**Run 1: gate families picked out**

Drawn at 4 px/um.
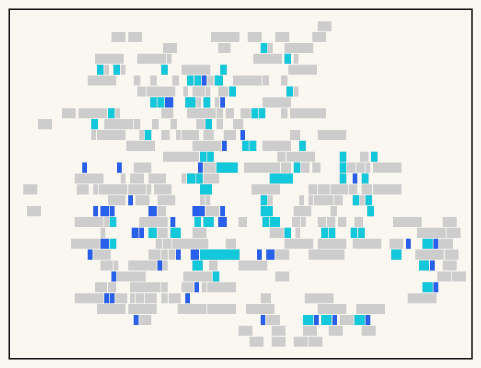
**Run 1: where the registers sit**

Drawn at 3 px/um. Other sequential cells in the stronger grey, the rest of the logic in the fainter grey.
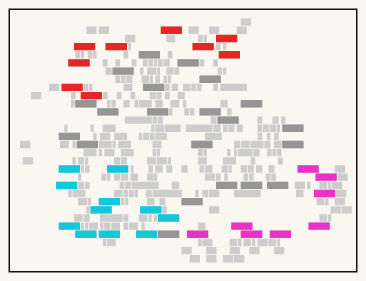
**Run 1: clock routing**

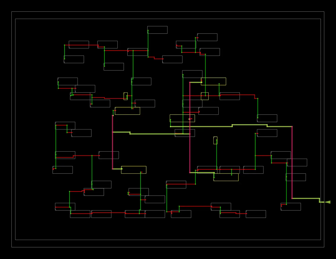
[src/rtl/wave_capture.sv]
`default_nettype none
// ============================================================================
// wave_capture : arms on a positive zero crossing, captures 256 samples into
//                the hidden half of a double-buffered 512x8 waveform RAM.
// Revision     : 1.0
// ============================================================================
module wave_capture #(
   parameter int DECIMATION   = 1,
   parameter int TRIG_TIMEOUT = 1024
) (
   input  logic        clk,
   input  logic        reset,
   input  logic        new_sample_ready,
   input  logic [15:0] new_sample_in,
   input  logic        wave_display_idle,
   output logic [8:0]  write_address,
   output logic        write_enable,
   output logic [7:0]  write_sample,
   output logic        read_index
);

   localparam int TW = $clog2(TRIG_TIMEOUT) + 1;

   typedef enum logic [1:0] {
      ST_ARMED  = 2'd0,
      ST_ACTIVE = 2'd1,
      ST_WAIT   = 2'd2
   } state_t;

   state_t          state_q, state_d;
   logic            ri_q, ri_d;
   logic [7:0]      count_q, count_d;
   logic [7:0]      decim_q, decim_d;
   logic [TW-1:0]   tcnt_q, tcnt_d;
   logic [15:0]     prev_q, prev_d;
   logic            we_q, we_d;
   logic [8:0]      waddr_q, waddr_d;
   logic [7:0]      wdata_q, wdata_d;

   logic            w_crossing;
   logic [7:0]      w_code;

   assign w_crossing = new_sample_ready & prev_q[15] & ~new_sample_in[15];
   // Offset-binary top byte, inverted so positive samples draw upward.
   assign w_code     = 8'd255 - {~new_sample_in[15], new_sample_in[14:8]};

   always_comb begin
      state_d = state_q;
      ri_d    = ri_q;
      count_d = count_q;
      decim_d = decim_q;
      tcnt_d  = tcnt_q;
      prev_d  = prev_q;
      we_d    = 1'b0;
      waddr_d = waddr_q;
      wdata_d = wdata_q;

      if (new_sample_ready) begin
         prev_d = new_sample_in;
      end

      case (state_q)
         ST_ARMED: begin
            if (new_sample_ready) begin
               if (w_crossing || (tcnt_q == TW'(TRIG_TIMEOUT - 1))) begin
                  we_d    = 1'b1;
                  waddr_d = {~ri_q, 8'd0};
                  wdata_d = w_code;
                  count_d = 8'd1;
                  decim_d = 8'd0;
                  tcnt_d  = '0;
                  state_d = ST_ACTIVE;
               end else begin
                  tcnt_d = tcnt_q + 1'b1;
               end
            end
         end
         ST_ACTIVE: begin
            if (new_sample_ready) begin
               if (decim_q == 8'(DECIMATION - 1)) begin
                  we_d    = 1'b1;
                  waddr_d = {~ri_q, count_q};
                  wdata_d = w_code;
                  count_d = count_q + 8'd1;
                  decim_d = 8'd0;
                  if (count_q == 8'hFF) begin
                     state_d = ST_WAIT;
                  end
               end else begin
                  decim_d = decim_q + 8'd1;
               end
            end
         end
         ST_WAIT: begin
            // The swap takes effect next cycle; a strobe here only refreshes prev.
            if (wave_display_idle) begin
               ri_d    = ~ri_q;
               count_d = 8'd0;
               tcnt_d  = '0;
               waddr_d = {ri_q, 8'd0};
               state_d = ST_ARMED;
            end
         end
         default: begin
            state_d = ST_ARMED;
         end
      endcase
   end

   always_ff @(posedge clk) begin
      if (reset) begin
         state_q <= ST_ARMED;
         ri_q    <= 1'b0;
         count_q <= 8'd0;
         decim_q <= 8'd0;
         tcnt_q  <= '0;
         prev_q  <= 16'd0;
         we_q    <= 1'b0;
         waddr_q <= 9'h100;
         wdata_q <= 8'd0;
      end else begin
         state_q <= state_d;
         ri_q    <= ri_d;
         count_q <= count_d;
         decim_q <= decim_d;
         tcnt_q  <= tcnt_d;
         prev_q  <= prev_d;
         we_q    <= we_d;
         waddr_q <= waddr_d;
         wdata_q <= wdata_d;
      end
   end

   assign write_address = waddr_q;
   assign write_enable  = we_q;
   assign write_sample  = wdata_q;
   assign read_index    = ri_q;

endmodule
`default_nettype wire

[config.mk]
export PLATFORM = sky130hd
export DESIGN_NAME = wave_capture
export DESIGN_NICKNAME = d
export VERILOG_FILES = /design/src/rtl/wave_capture.sv
export SDC_FILE = /design/constraint.sdc
export NUM_CORES = 1
export LEC_CHECK = 0
export CAP_MARGIN = 0
export CORE_ASPECT_RATIO = 0.75
export CORE_UTILIZATION = 25
export CTS_CLUSTER_SIZE = 20
export DETAILED_ROUTE_END_ITERATION = 6
export MAX_ROUTING_LAYER = met4
export PLACE_DENSITY = 0.52
export SETUP_SLACK_MARGIN = 0.3
export SLEW_MARGIN = 40
export SYNTH_ARGS = -nofsm -noshare
export SYNTH_HDL_FRONTEND = slang
export SYNTH_SLANG_ARGS = --single-unit
[constraint.sdc]
create_clock -name clk -period 3.8 [get_ports clk]
set_input_delay 0.57 -clock clk [delete_from_list [all_inputs] [get_ports clk]]
set_output_delay 0.57 -clock clk [all_outputs]
set_load 0.03 [all_outputs]
==> run notes, run 1 <==
The run gives 0 for the sum of overflow across all layers after global routing. Excluding fillers, the count of instances in the completed layout stands at 438. The pin count of the biggest net entering global routing came out at 22. The die covers 10000 um2.

STA classifies the critical path endpoint as a flip-flop. The detailed placer reported the number of placed instances as 430. The tools report the slack of the worst reg-to-reg path as 1200 ps.

Basic-gate share of the synthesized area counting and, or, nand and nor cells: 25.4%. STA classifies the critical path startpoint as a primary input. The worst path uses 69.7% of the clock period. Per STA, the highest per-stage delay on the worst path measures 500 ps.

With the max-slew violation count at 0, the sequential cell power is 527 uW. The flow ran to the end, and the final reports show no timing, DRC or antenna violations. The area fraction in compound gates came out at 19.7%. When the netlist entered floorplanning its net count stood at 314.

Top fanout value on the critical path: 13. The run gives 43 as the distinct cell type count after synthesis. After its last routability iteration, the placer logged a weighted congestion of 0.786. The last timing report of the flow puts the setup violation total at 0.

The adder-cell share of the synthesized area is 5.19%. The area overhead of the layout relative to synthesis works out to 23.2%. The run gives 0 as the number of max-cap violations.

For this block, wires on met1 add up to 2.70 mm. The ratio of total power to cell area came out at 354 nW/um2. The number of global-route vias before repair was 1846; the yosys warning tally was 0. The cell-mix breakdown from Yosys lists the XOR/XNOR area share as 2.91%.

Cell internal power was estimated by the tool at 804 uW. The arrival time of data at the worst endpoint is listed as 2870 ps. The wire length recorded after detailed routing is 5.15 mm. Per the placement log, port buffering inserted 30 buffers. Dominant kind of combinational cell: simple AND/OR/NAND/NOR gates. The highest-delay cell along the critical path is or4_1. For the final database, setup skew stands at 5.04 ps. The routed via count is 2024. The logs give 147 um for the met3 wire length and 3.68 mm for the detailed placement HPWL.
About 'gate families picked out':
family	colour	cells	most used
NOR gates	blue	41	nor2_1
inverting AOI/OAI gates	cyan	65	a21oi_1

About 'where the registers sit':
name in the netlist	colour	flops
write_address	red	9
write_sample	magenta	8
tcnt_q	cyan	11

About 'clock routing':
Inserted Clock Buffers: 5
sequential cell count: 49

[run 1: worst paths after layout]
| check | startpoint | cells after the start | to |
|---|---|---|---|
| setup / recovery | new_sample_in[15] | 7 | count_q[7] |
| hold / removal | write_address[7] | 2 | write_address[7] |
| setup reg to reg | decim_q[0] | 8 | count_q[7] |
| hold reg to reg | write_address[7] | 2 | write_address[7] |
[run 1: Yosys cell counts, drive strengths merged]
library cell	instances	area (um2)
a211o	2	17.5
o2111ai	3	32.5
nor2b	5	31.3
nor3	1	5.00
o211ai	1	7.51
nand4	6	52.6
a31o	1	8.76
a21oi	30	150
nand3	18	90.1
and4	2	17.5
dfxtp	49	981
nand3b	1	7.51
a211oi	8	60.1
nand2b	5	31.3
nand2	23	86.3
o21a	1	7.51
nor4b	1	8.76
buf	2	16.3
nor4	2	12.5
nor2	32	120
o2111a	1	11.3
and2	8	50.1
o31ai	3	22.5
nand4b	2	17.5
inv	8	30.0
clkbuf	13	48.8
o21ai	16	91.3
o41ai	1	27.5
a31oi	3	18.8
o211a	1	10.0
or3	6	37.5
mux2i	5	50.1
or4b	1	13.8
o21ba	1	10.0
or4	4	30.0
xor2	8	70.1
ha	10	125
[run 1: layout make-up]
| cell class | instances | area (um2) | area share (%) |
|---|---|---|---|
| multi-input combinational | 212 | 1330 | 44.9 |
| tap | 128 | 160 | 5.40 |
| timing repair buffer | 33 | 323 | 10.9 |
| clock buffer | 7 | 133 | 4.47 |
| clock inverter | 1 | 7.51 | 0.253 |
| sequential | 49 | 981 | 33.1 |
| inverter | 8 | 30.0 | 1.01 |
[run 1: registers in the layout, indices dropped and copies added, names as in the netlist]
name           flops
prev_q             1
tcnt_q            11
count_q            8
decim_q            8
write_enable       1
write_sample       8
state_q            2
read_index         1
write_address      9
**Run 1: wires at chosen ports, followed through buffers**

Drawn at 3 px/um.
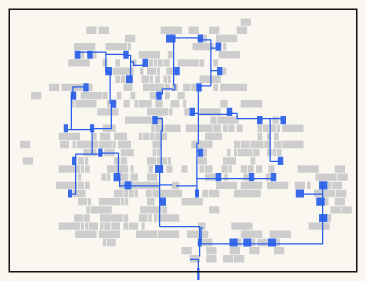

==> run 1 -> run 2 <==
- PLACE_DENSITY: 0.52 -> 0.54
- clock period: 3.8 -> 2.3 ns (I/O delays scaled with it)
**Run 2: wires at chosen ports, followed through buffers**

Drawn at 3 px/um.
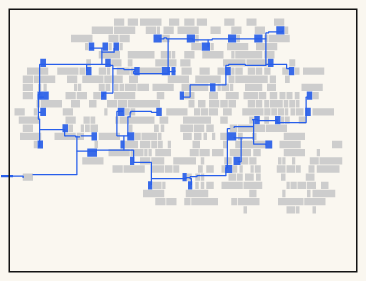
port	colour	direction	edge	end cells	buffers	wire
reset	blue	input	west	44	3	464 um

==> run 2 against run 1 <==
Compared with the run above: sequential share of layout area fell by 3.3 points; clock power rose by 120%; power rose by 89%; first-iteration DRC count fell by 22%; area after synthesis did not move; critical path type is now flip-flop to flip-flop; critical endpoint is now count_q[3]; largest cell class unchanged; largest power group is now the clock network; highest routed layer unchanged.
==> run notes, run 2 <==
In the synthesized netlist, the cells that appear most often are dfxtp_1 (49), nor2_1 (32), a21oi_1 (30). The yosys warning tally was 0; the number of nets at floorplan was 314. The tools report the pin count of the biggest net entering global routing as 28. The basic-gate share of the synthesized area counting and, or, nand and nor cells is 25.4%. With the delay contributed by the slowest stage of the critical path at 470 ps, the weighted congestion at the end of routability-driven global placement is 0.781.

The area fraction in compound gates is 19.7%, and the adder-cell share of the synthesized area is 5.19%. Global routing finished with a remaining overflow of 0. Per the STA report, the cell with the highest stage delay on the worst path is or4b_4. Per the detailed-route log, wirelength across all metal layers totals 5.62 mm. The tools report the final clock skew as 6.79 ps. Per the synth stats, the proportion of register bits with asynchronous set or reset is 0%. The xor/xnor share of the synthesized area works out to 2.91%.

Number of flip-flops in the largest register: 11. The worst setup path is launched from a flip-flop. The arrival time of data at the worst endpoint is listed as 2290 ps. Dividing the final minimum period by the clock period gives 90.0%. The floorplan step defined a core boundary enclosing 9200 um2. Cell-internal power: 1.56 mW. The flow ran to the end, and the final reports show no timing, DRC or antenna violations. Sorting the synthesized cells by area gives the leading types as dfxtp_1 (41%), a21oi_1 (6.2%), ha_1 (5.2%).

The logs give 2.87 mm for the routed metal-1 wire length and 2.54 mm for the length of routed met2 wiring. The final timing report counts setup violations totalling 0. In this run the tool buffered the top-level ports with 30 buffer cells. The area overhead of the layout relative to synthesis works out to 38.9%. In the placement report, post-DP HPWL is listed as 3.98 mm. The TritonCTS buffer count is 5, and the ratio of total power to cell area is 593 nW/um2. The run gives 0 for the number of max-cap violations. For this run, the number of standard cells in the final layout without fillers is 466. The gate-level netlist out of Yosys references 43 unique cell types. Counting flops with a built-in enable in the synthesized netlist gives 0. Among all flip-flop cells after synthesis, the most frequent one is dfxtp_1. The tools report the routed via count as 2169. The die covers 10000 um2.

Ranked by flip-flop count, first place goes to tcnt_q. The top fanout value on the critical path was 8. STA classifies the critical path endpoint as a flip-flop. After synthesis, the design contains 284 cells according to Yosys. Summed over all instances, the cell type with the most area after synthesis is dfxtp_1. Counting tap cells, the placed design contains a total of 448 instances. With the max-slew violation count at 0, the share of the synthesized area in the top cell type is 40.7%.
-- run 2: cell counts after synthesis --
No cell type changed its count.
-- run 2: logic make-up after synthesis --
kind of cell	after synthesis
xor+xnor	8
mux	5
compound gates	72
fa+ha+maj	10
buf+inv	23
flops	49
simple gates	117
-- run 2: final timing paths --
check,from,to,slack (ps),cells after the start
setup / recovery,decim_q[0],count_q[3],230,7
hold / removal,write_address[1],write_address[1],460,2
setup reg to reg,decim_q[0],count_q[3],230,7
hold reg to reg,write_address[1],write_address[1],460,2
-- run 2: stage by stage --
| stage | cell area, um2 | worst slack [ps] | hold WS (ps) |
|---|---|---|---|
| finish | 3350 | 231 | 461 |
| global route | 3350 | 141 | 481 |
| CTS | 3320 | 222 | 467 |
| detailed placement | 2960 | 156 | 449 |
| global placement | 2960 | 174 | 445 |
| floorplan | 2410 | 253 | 441 |
-- run 2: what timing repair did --
item,in CTS,in global routing
resized,25,6
endpoints found under the hold margin,0,0
pin swaps,23,3
hold buffers,0,0
setup endpoints to repair,31,32
setup buffers,8,2
-- run 2: layout make-up --
type	instances	area, um2
tap	128	160
multi-input combinational	212	1430
sequential	49	995
inverter	8	30.0
fill	939	5850
clock inverter	3	65.1
timing repair buffer	61	544
clock buffer	5	125
-- run 2: power by group through the flow --
| stage | sequential (mW) | combinational, mW | clock (mW) |
|---|---|---|---|
| 6_report | 0.870 | 0.175 | 0.940 |
| 5_1_grt | 0.872 | 0.191 | 1.01 |
| 4_1_cts | 0.871 | 0.176 | 0.970 |
| 3_5_place_dp | 0.890 | 0.162 | 0 |
| 3_3_place_gp | 0.890 | 0.161 | 0 |
| 2_1_floorplan | 0.905 | 0.0767 | 0 |
==> run 2 -> run 3 <==
--- a/constraint.sdc
+++ b/constraint.sdc
@@ -3,2 +3,2 @@
 set_output_delay 0.345 -clock clk [all_outputs]
-set_load 0.03 [all_outputs]
+set_load 0.05 [all_outputs]
**Run 3: where the registers sit**

Drawn at 3 px/um. Other sequential cells in the stronger grey, the rest of the logic in the fainter grey.
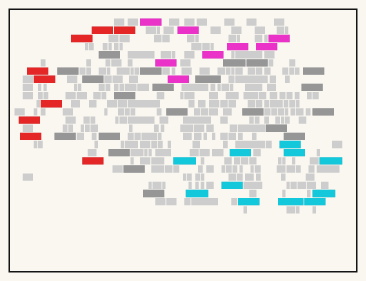
name in the netlist	colour	flops
write_sample	magenta	8
tcnt_q	cyan	11
write_address	red	9

==> run 3 against run 2 <==
Compared with the run above: synthesized cell count unchanged; sequential power barely moved; routed wire length is the same; non-clock buffer count unchanged; flip-flop count is the same; clock skew unchanged; global-route usage stayed put; via count is the same; register-to-register slack about the same; hold slack is the same; design area unchanged.
==> run notes, run 3 <==
The flow ran to the end, and the final reports show no timing, DRC or antenna violations. The final clock skew is 6.79 ps. Per the synth stats, the flop cell with the highest instance count is dfxtp_1.

Design area: 3350 um2. From the final report, the count of setup violators was given as 0. The power report lists cell-internal power as 1.56 mW. The cell total after placement came out at 448.

The dominant power group in this design is the clock network. Most popular library cell in the synthesized design by count: dfxtp_1. Entering global routing, the biggest net connects 28 pins. Register bank with the most flops: tcnt_q. The number of nets at floorplan was 314; the number of enable-type register cells in the synthesized netlist was 0. The run gives 2290 ps as the critical path arrival.

The tools report the kind of launch point of the worst setup path as a flip-flop. Yosys attributes the largest share of cell area to dfxtp_1 (41%), a21oi_1 (6.2%), ha_1 (5.2%). The core outline area is 9200 um2. In the Yosys stats the netlist draws on 43 distinct library cells. Pins over their slew limit in the final report were tallied at 0. The run gives 870 uW as the sequential cell power.

Per the summary, power density relative to cell area is 597 nW/um2. The die covers 10000 um2. For this block, the via count after detailed routing is 2169.

Per report_power, the Clock row totals 940 uW. Power attributed to combinational cells is 187 uW. By count the netlist is led by dfxtp_1 (49), nor2_1 (32), a21oi_1 (30). Leaving out filler cells and counting taps, the final layout contains 466. The synthesis report gives the async set-or-reset register share as 0%. At the end of routability-driven placement, the weighted congestion stood at 0.781. The tools report the detailed placement HPWL as 3.98 mm. The run gives 284 as the count of instantiated cells in the yosys netlist. On the critical path, the stage with the largest delay is an instance of or4b_4.
run 3: worst paths after layout:
path,startpoint,endpoint,slack (ps),depth (start not counted)
max,decim_q[0],count_q[3],230,7
min,write_address[1],write_address[1],460,2
min reg2reg,write_address[1],write_address[1],460,2
max reg2reg,decim_q[0],count_q[3],230,7
run 3: cell families (layout without fill, tap and decap cells):
logic type	count (synthesis)	after routing	share of synthesized area (%)
and+or+nand+nor	117	117	25.4
adders and majority gates	10	10	5.19
buffers and inverters	23	77	3.95
DFF	49	49	40.7
muxes	5	5	2.08
xor gates and xnor gates	8	8	2.91
AOI/OAI and AO/OA	72	72	19.7
run 3: per-layer routing:
layer	up-vias	share of wire (%)
li1	1117	-
met1	1011	51
met2	33	45
met3	8	2.8
met4	0	0.85
met5	-	0
run 3: final cells by class:
class | count | area (um2) | area share [%]
multi-input cells | 212 | 1430 | 42.6
clock buffers | 5 | 125 | 3.74
flip-flops and latches | 49 | 995 | 29.7
repair buffers | 61 | 544 | 16.3
clock inverters | 3 | 65.1 | 1.94
well taps | 128 | 160 | 4.79
inverters | 8 | 30.0 | 0.898
run 3: stage by stage:
| step | worst slack (ps) | power [mW] | utilization, % |
|---|---|---|---|
| 6_report | 231 | 2.00 | 36.4 |
| 5_1_grt | 141 | 2.08 | 36.4 |
| 4_1_cts | 222 | 2.03 | 36.1 |
| 3_5_place_dp | 156 | 1.06 | 32.2 |
| 3_3_place_gp | 174 | 1.06 | 32.2 |
| 2_1_floorplan | 253 | 0.994 | - |
run 3: worst min-delay path, stage by stage, from the launching register on:
cell and delay [ps]:
dfxtp_1 310, nand2_1 50, a21oi_1 50
run 3: what timing repair did:
item / CTS / global route
setup endpoints to repair: 31 / 32
setup buffers: 8 / 2
cloned: 0 / 0
pin swaps: 23 / 3
gates resized: 25 / 6

## Gallery

Cell area per tile.
Drawn at 2 px/um. The die is cut into 12 by 9 equal tiles; dark purple is low, yellow is high, 0 to 100% covered.
image #1
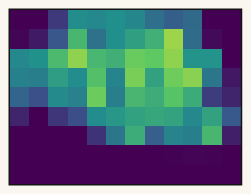
image #2
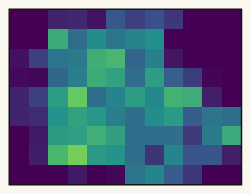
Run 1 is image #2.
Run 3 is image #1.

Key to image #1:
emptiest ninth of the die	south-west
fullest tile	85%
tiles over 75% full	7.4%
nearly empty tiles	33%

No activity file was given, so power comes from the tool's default toggle rates.
